### src/rtl/key_pulse_bank_if.sv
// key_pulse_bank_if: key inputs, trigger selects and conditioned outputs of the key pulse bank.
// The master side drives the keys; the slave side is the conditioner.
interface key_pulse_bank_if #(
    parameter int unsigned N = 4
);
    logic [N-1:0] key;
    logic [N-1:0] edge_sel;
    logic [N-1:0] out;
    logic [N-1:0] held;
    logic         any_out;

    modport master (
        output key,
        output edge_sel,
        input  out,
        input  held,
        input  any_out
    );

    modport slave (
        input  key,
        input  edge_sel,
        output out,
        output held,
        output any_out
    );
endinterface

### src/rtl/key_pulse_bank.sv
// key_pulse_bank: per-channel synchroniser, debouncer and one-shot pulse generator.
// Optional auto-repeat for press-triggered channels is compiled in when KEY_PULSE_REPEAT_EN
// is defined; without it each qualified press or release yields exactly one pulse.
module key_pulse_bank #(
    parameter int unsigned N               = 4,
    parameter int unsigned DEBOUNCE_CYCLES = 4,
    parameter int unsigned REPEAT_DELAY    = 8,
    parameter int unsigned REPEAT_PERIOD   = 3
) (
    input logic              clk,
    input logic              reset,
    key_pulse_bank_if.slave  bus
);
    localparam int unsigned CNT_W = $clog2(DEBOUNCE_CYCLES + 1);
    localparam logic [CNT_W-1:0] CNT_LAST = CNT_W'(DEBOUNCE_CYCLES - 1);

    // Elaboration-time sanity guard: every timing parameter must be at least one cycle.
    if (N < 1 || DEBOUNCE_CYCLES < 1 || REPEAT_DELAY < 1 || REPEAT_PERIOD < 1) begin : g_bad_cfg
        bad_key_pulse_bank_parameters u_bad_cfg ();
    end

    logic [N-1:0]     sync1_q, sync2_q;
    logic [N-1:0]     held_q, held_d;
    logic [N-1:0]     out_q, out_d;
    logic             any_q;
    logic [N-1:0]     flip;
    logic [N-1:0]     edge_pulse;
    logic [N-1:0]     rep_pulse;
    logic [CNT_W-1:0] cnt_q [N];
    logic [CNT_W-1:0] cnt_d [N];

    // Debounce: count consecutive disagreeing cycles, flip the level on the last one.
    always_comb begin
        for (int i = 0; i < N; i++) begin
            flip[i]  = 1'b0;
            cnt_d[i] = '0;
            if (sync2_q[i] != held_q[i]) begin
                if (cnt_q[i] == CNT_LAST) begin
                    flip[i] = 1'b1;
                end else begin
                    cnt_d[i] = cnt_q[i] + 1'b1;
                end
            end
            // Rising flip (held 0 -> 1) qualifies when edge_sel is 1, falling when it is 0.
            edge_pulse[i] = flip[i] & (bus.edge_sel[i] ? ~held_q[i] : held_q[i]);
        end
        held_d = held_q ^ flip;
    end

`ifdef KEY_PULSE_REPEAT_EN
    localparam int unsigned REP_MAX =
        (REPEAT_DELAY > REPEAT_PERIOD) ? REPEAT_DELAY : REPEAT_PERIOD;
    localparam int unsigned REP_W = $clog2(REP_MAX + 1);

    // rep_q counts cycles since the last pulse of the train; zero means no train running.
    logic [REP_W-1:0] rep_q [N];
    logic [REP_W-1:0] rep_d [N];
    logic [N-1:0]     rep_first_q, rep_first_d;

    // Repeat train: start on a press pulse, fire after DELAY then every PERIOD while held.
    always_comb begin
        for (int i = 0; i < N; i++) begin
            rep_d[i]       = rep_q[i];
            rep_first_d[i] = rep_first_q[i];
            rep_pulse[i]   = 1'b0;
            if (flip[i] && !held_q[i] && bus.edge_sel[i]) begin
                rep_d[i]       = REP_W'(1);
                rep_first_d[i] = 1'b1;
            end else if (!bus.edge_sel[i] || !held_q[i] || flip[i]) begin
                // Release or mode change ends the train with no extra pulse.
                rep_d[i]       = '0;
                rep_first_d[i] = 1'b0;
            end else if (rep_q[i] != '0) begin
                if (rep_q[i] == (rep_first_q[i] ? REP_W'(REPEAT_DELAY) : REP_W'(REPEAT_PERIOD)))
                begin
                    rep_pulse[i]   = 1'b1;
                    rep_d[i]       = REP_W'(1);
                    rep_first_d[i] = 1'b0;
                end else begin
                    rep_d[i] = rep_q[i] + 1'b1;
                end
            end
        end
    end

    // Repeat counter state.
    always_ff @(posedge clk) begin
        if (reset) begin
            for (int i = 0; i < N; i++) begin
                rep_q[i] <= '0;
            end
            rep_first_q <= '0;
        end else begin
            for (int i = 0; i < N; i++) begin
                rep_q[i] <= rep_d[i];
            end
            rep_first_q <= rep_first_d;
        end
    end
`else
    assign rep_pulse = '0;
`endif

    assign out_d = edge_pulse | rep_pulse;

    // Synchroniser, debounce state and registered pulse outputs.
    always_ff @(posedge clk) begin
        if (reset) begin
            sync1_q <= '0;
            sync2_q <= '0;
            held_q  <= '0;
            out_q   <= '0;
            any_q   <= 1'b0;
            for (int i = 0; i < N; i++) begin
                cnt_q[i] <= '0;
            end
        end else begin
            sync1_q <= bus.key;
            sync2_q <= sync1_q;
            held_q  <= held_d;
            out_q   <= out_d;
            any_q   <= |out_d;
            for (int i = 0; i < N; i++) begin
                cnt_q[i] <= cnt_d[i];
            end
        end
    end

    assign bus.out     = out_q;
    assign bus.held    = held_q;
    assign bus.any_out = any_q;
endmodule

### src/flat_wrapper.sv
// flat-port wrapper written by rule: the top's interface ports become plain ports
module key_pulse_bank_flat 
#(
    parameter int unsigned N               = 4,
    parameter int unsigned DEBOUNCE_CYCLES = 4,
    parameter int unsigned REPEAT_DELAY    = 8,
    parameter int unsigned REPEAT_PERIOD   = 3
)
  (clk, reset, bus_key, bus_edge_sel, bus_out, bus_held, bus_any_out);
  key_pulse_bank_if #(.N(N)) bus_i ();
  input logic clk;
  input logic reset;
  input wire logic [$bits(bus_i.key)-1:0] bus_key;
  input wire logic [$bits(bus_i.edge_sel)-1:0] bus_edge_sel;
  output wire logic [$bits(bus_i.out)-1:0] bus_out;
  output wire logic [$bits(bus_i.held)-1:0] bus_held;
  output wire logic [$bits(bus_i.any_out)-1:0] bus_any_out;
  assign bus_i.key = bus_key;
  assign bus_i.edge_sel = bus_edge_sel;
  assign bus_out = bus_i.out;
  assign bus_held = bus_i.held;
  assign bus_any_out = bus_i.any_out;
  key_pulse_bank #(.N(N), .DEBOUNCE_CYCLES(DEBOUNCE_CYCLES), .REPEAT_DELAY(REPEAT_DELAY), .REPEAT_PERIOD(REPEAT_PERIOD)) u_core (.clk(clk), .reset(reset), .bus(bus_i));
endmodule
### config.mk
export PLATFORM = sky130hd
export DESIGN_NAME = key_pulse_bank_flat
export DESIGN_NICKNAME = d
export VERILOG_FILES = /design/src/rtl/key_pulse_bank_if.sv /design/src/rtl/key_pulse_bank.sv /design/src/flat_wrapper.sv
export SDC_FILE = /design/constraint.sdc
export NUM_CORES = 1
export LEC_CHECK = 0
export CAP_MARGIN = 20
export CORE_MARGIN = 2
export CORE_UTILIZATION = 46
export DETAILED_ROUTE_END_ITERATION = 8
export PLACE_DENSITY_LB_ADDON = 0.12
export SYNTH_ARGS = -nofsm -noshare
export SYNTH_HDL_FRONTEND = slang
export SYNTH_SLANG_ARGS = --single-unit
export TNS_END_PERCENT = 10
### constraint.sdc
create_clock -name clk -period 2.35 [get_ports clk]
set_input_delay 0.3525 -clock clk [delete_from_list [all_inputs] [get_ports clk]]
set_output_delay 0.3525 -clock clk [all_outputs]
set_load 0.02 [all_outputs]
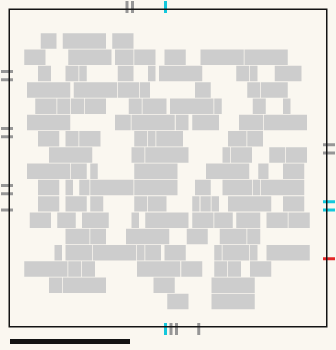
*Pin placement*
Bar = 20 µm. Pins as bars across the die edge, other pins in grey.
Key: `reset` = red [pins 1, direction input, edge east]; `bus_out` = cyan [pins 4, direction output, edge 2 east, 1 north, 1 south]
All pins by edge: 7 west, 5 east, 4 south, 3 north.

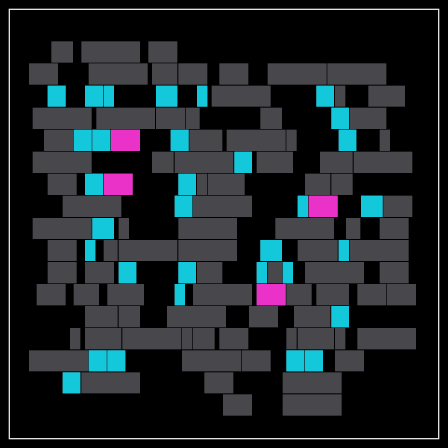
*Logic cells by family*
Key: NOR gates = cyan [cells 32]; multiplexers = magenta [cells 4]
Finished Layout Cells: 152
most common logic cell in the routed design: dfxtp_1
Comb area share: 34.8%

==> impl_metrics.tcl <==
# place-and-route summary
set metrics [dict create \
    routed_wl_um 1590 \
    post-route-min-period_ns 1.71 \
    busiest_layer "met2" \
    drive_gt1_share_pct 21.8 \
    dp_cells 145 \
    worstReg2RegStart "u_core.cnt_q[2][0]" \
    finalHoldViolations 0 \
    wl_met3_um 137 \
    ios 19 \
    grt_usage_pct 16.1 \
    finalSetupViolCount 0 \
    cts_tree "done" \
    met2_length_um 719 \
    crit_slowest_cell "clkdlybuf4s50_1" \
    common_cells "dfxtp_1 (29), nor2_2 (12)" \
    post-route-drc-count 0 \
    vias 725 \
    combGateArea_um2 474 \
    worst_pin_slew_ns 0.567 \
    area_growth_pct 24.5 \
    die_w_um 52.8 \
    use_met2_pct 24.4 \
    arrival_ns 1.36 \
    fp.dieH_um 52.8 \
    final_antenna_net_count 0 \
    largest_cell_class "sequential cells" \
    async_reset_ff_share_pct 0 \
    grt_use_met1_pct 16.2 \
    diodes 0 \
    hold_buffers 0 \
    signal_buffers 19 \
    synthesis.area_um2 1090 \
    final.fill_count 205 \
    cp_cell_sequence "clkdlybuf4s50_1" \
    nets 142 \
    synth_stat.cells 100 \
    status "finished, final reports clean" \
    gp_congestion 0.636 \
    drtIter0Drc 4 \
    initCoreUtil_pct 49.0 \
    first_pass_iters 4 \
    ff2ff_path_depth 4 \
    max_freq_mhz 583 \
    synth_warnings 0 \
    clock_area_share_pct 4.04 \
]
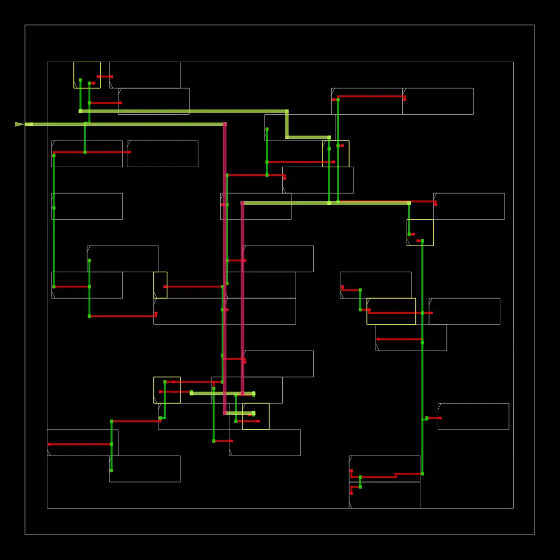
*The clock network*
CTS Buf Count: 5
Clock group: 298 µW
Worst Skew: 0.00722 ns
Worst-Skew Late Latency: 0.32 ns

[through the flow]
stage | total power, mW | utilization (%) | cell area, µm² | setup slack, ns
floorplan | 0.535 | - | 1090 | 1.12
global placement | 0.553 | 58.5 | 1310 | 0.646
detailed placement | 0.555 | 58.5 | 1310 | 0.634
CTS | 0.860 | 61.0 | 1360 | 0.616
global route | 0.890 | 61.0 | 1360 | 0.563
finish | 0.841 | 61.0 | 1360 | 0.636
[logic make-up after synthesis]
family | count (synthesis) | synth area share (%)
multiplexers | 4 | 3.66
AND/OR/NAND/NOR | 40 | 24.7
XOR/XNOR | 4 | 3.20
adder cells (fa/ha/maj) | 8 | 9.14
buffers and inverters | 10 | 3.66
flip-flops | 29 | 53.0
AND-OR/OR-AND | 5 | 2.63
Power is estimated from default activity; no workload was simulated.
